Design axis_accumulator, sky130hd; sources not shown.
m1.png
Supply wires on this layer in gray.
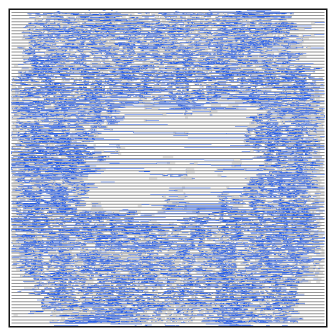
The layer holds 42% of the routed length. The wires run mostly horizontal. 5,178 nets have wire on it. The layer carries 48.0 mm of wire. The longest straight run is 107 um.
total routed wirelength: 114,000 um
met1 Use GR: 34.0%
Via Count: 33,646

class_map.png
Scale bar: 100 um.
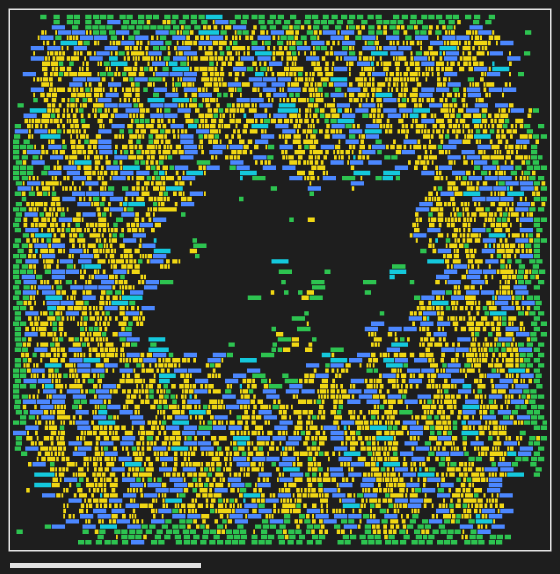
Yellow stands for remaining logic cells, cells 3,425, share of their area 49%. Green stands for remaining buffers and delay cells, cells 888, share of their area 19%. Cyan stands for clock drivers and dummy loads, cells 121, share of their area 5.3%. Blue stands for registers, cells 580, share of their area 27%.
core area: 77,600 um2
post-route cell area: 44,900 um2
fin util: 57.9%
std cell rows: 102
Seq/total area: 25.8%

==> impl_metrics.py <==
# Generated from Yosys and OpenROAD reports
metrics = {
    "synthesis": {
        "syn_area_per_cell_um2": 7.96,
        "synth_cells": 4248,
        "yosysWarnings": 0,
        "ys_ff": 580,
        "postSynth.asyncResetShare_pct": 0,
        "ys_cells": 4248,
    },
    "detailed_routing": {
        "met3_length_um": 7000,
        "dr.pass1.iters": 5,
        "vias_per_cell": 5.56,
        "wl_met2_um": 54200,
        "drc_errors": 0,
        "routed.top_layer": "met5",
    },
    "clock_network": {
        "cts-htree-levels": 3,
        "cts_buffers": 67,
        "cts_hold_buf": 0,
        "ctsResizeCount": 0,
        "post_cts_buffers": 0,
    },
    "floorplanning": {
        "die-area_um2": 79800,
        "fp.dieH_um": 282,
        "fp_util_pct": 43.6,
    },
    "timing": {
        "slew_violations": 0,
        "worst_pin_slew_ns": 0.981,
        "setup_viol": 0,
    },
    "job": {
        "log.warning_count": 29,
        "drv_cap": 0,
    },
    "global_route": {
        "antenna_found_initial": 5,
        "grt.overflow.total": 0,
        "grtUsageTotal_pct": 27.5,
        "first_global_vias": 32319,
    },
    "setup_path": {
        "startpoint_type": "primary input",
        "crit_type": "in -> reg",
        "crit_fanout": 7,
    },
    "finish": {
        "area_delta_synth_final_pct": 32.9,
        "layoutNonFillerInstCount": 6055,
        "final_common_cell": "clkdlybuf4s50_1",
        "post_route_cells_drive_above_1_share_pct": 8.95,
        "layout_top_cells": "clkdlybuf4s50_1, dfxtp_1, nand2_1",
    },
    "power_and_ir_drop": {
        "vdd_ir_drop_max_mv": 0.316,
        "total_power_mw": 18.0,
        "leakage_nw": 18.0,
    },
    "place": {
        "placed_cells_incl_taps": 5933,
    },
    "run_status": {
        "outcome": "completed",
    },
    "min_path": {
        "hold_path_depth": 2,
    },
}
## synth_stat cells (all sizes together) (37+ instances only)
master / n / area [um2]
a211oi: 92 / 696
a21o: 74 / 556
a21oi: 377 / 1890
a22oi: 46 / 345
a31oi: 49 / 307
and2: 279 / 1750
clkbuf: 209 / 787
dfxtp: 580 / 11600
ha: 257 / 3220
inv: 97 / 364
nand2: 493 / 1850
nand3: 117 / 586
nand4: 50 / 313
nor2: 384 / 1440
nor3: 64 / 320
o211ai: 37 / 278
o21a: 67 / 503
o21ai: 346 / 1730
or3: 53 / 332
xnor2: 108 / 946
xor2: 105 / 920
## report_power, final
| part | leakage, nW | switching, mW | total [mW] | internal [mW] |
|---|---|---|---|---|
| sequential | 4.71 | 0.175 | 7.04 | 6.86 |
| clock | 1.12 | 2.98 | 7.38 | 4.40 |
| combinational | 12.2 | 2.12 | 3.54 | 1.42 |
## kinds of logic after synthesis
kind of cell               count (synthesis)  synth area share [%]
DFF                                      580                  34.3
and+or+nand+nor                         1538                  21.4
xor gates and xnor gates                 213                  5.52
muxes                                      6                 0.181
AOI/OAI and AO/OA                       1297                  24.1
adders and majority gates                273                  10.5
buffers and inverters                    341                  3.99
## critical path, stage by stage
cell	delay (ns)
clkdlybuf4s50_1	0.62
nand2_1	0.13
inv_1	0.08
ha_1	0.24
a211oi_1	0.39
o211ai_1	0.23
a211o_1	0.36
o21ba_2	0.24
o41ai_4	0.27
xor2_1	0.10
a211oi_1	0.22
## per-layer routing
metal	up-vias	global-route usage [%]
li1	16508	-
met1	15888	34.0
met2	1016	47.5
met3	230	4.34
met4	4	11.2
met5	-	0
## metrics by stage
step | hold slack, ns | cell area, um2 | util, % | setup slack [ns] | setup TNS [ns]
finish | 0.353 | 44900 | 57.9 | 0.320 | 0
global route | 0.370 | 44900 | 57.9 | 0.146 | 0
CTS | 0.352 | 44900 | 57.9 | 0.366 | 0
detailed placement | 0.344 | 42600 | 54.9 | -0.287 | -7.68
global placement | 0.338 | 42600 | 54.9 | -0.260 | -4.42
floorplan | 0.331 | 33800 | - | 0.413 | 0
## final cells by class
cell class                      instances  area [um2]
Fill cell                            7037       32700
Multi-Input combinational cell       3327       20900
Sequential cell                       580       11600
Timing Repair Buffer                  888        8410
Clock buffer                           97        1980
Tap cell                             1040        1300
Inverter                               98         375
Clock inverter                         24         322
Antenna cell                            1        2.50
No activity file was given, so power comes from the tool's default toggle rates.
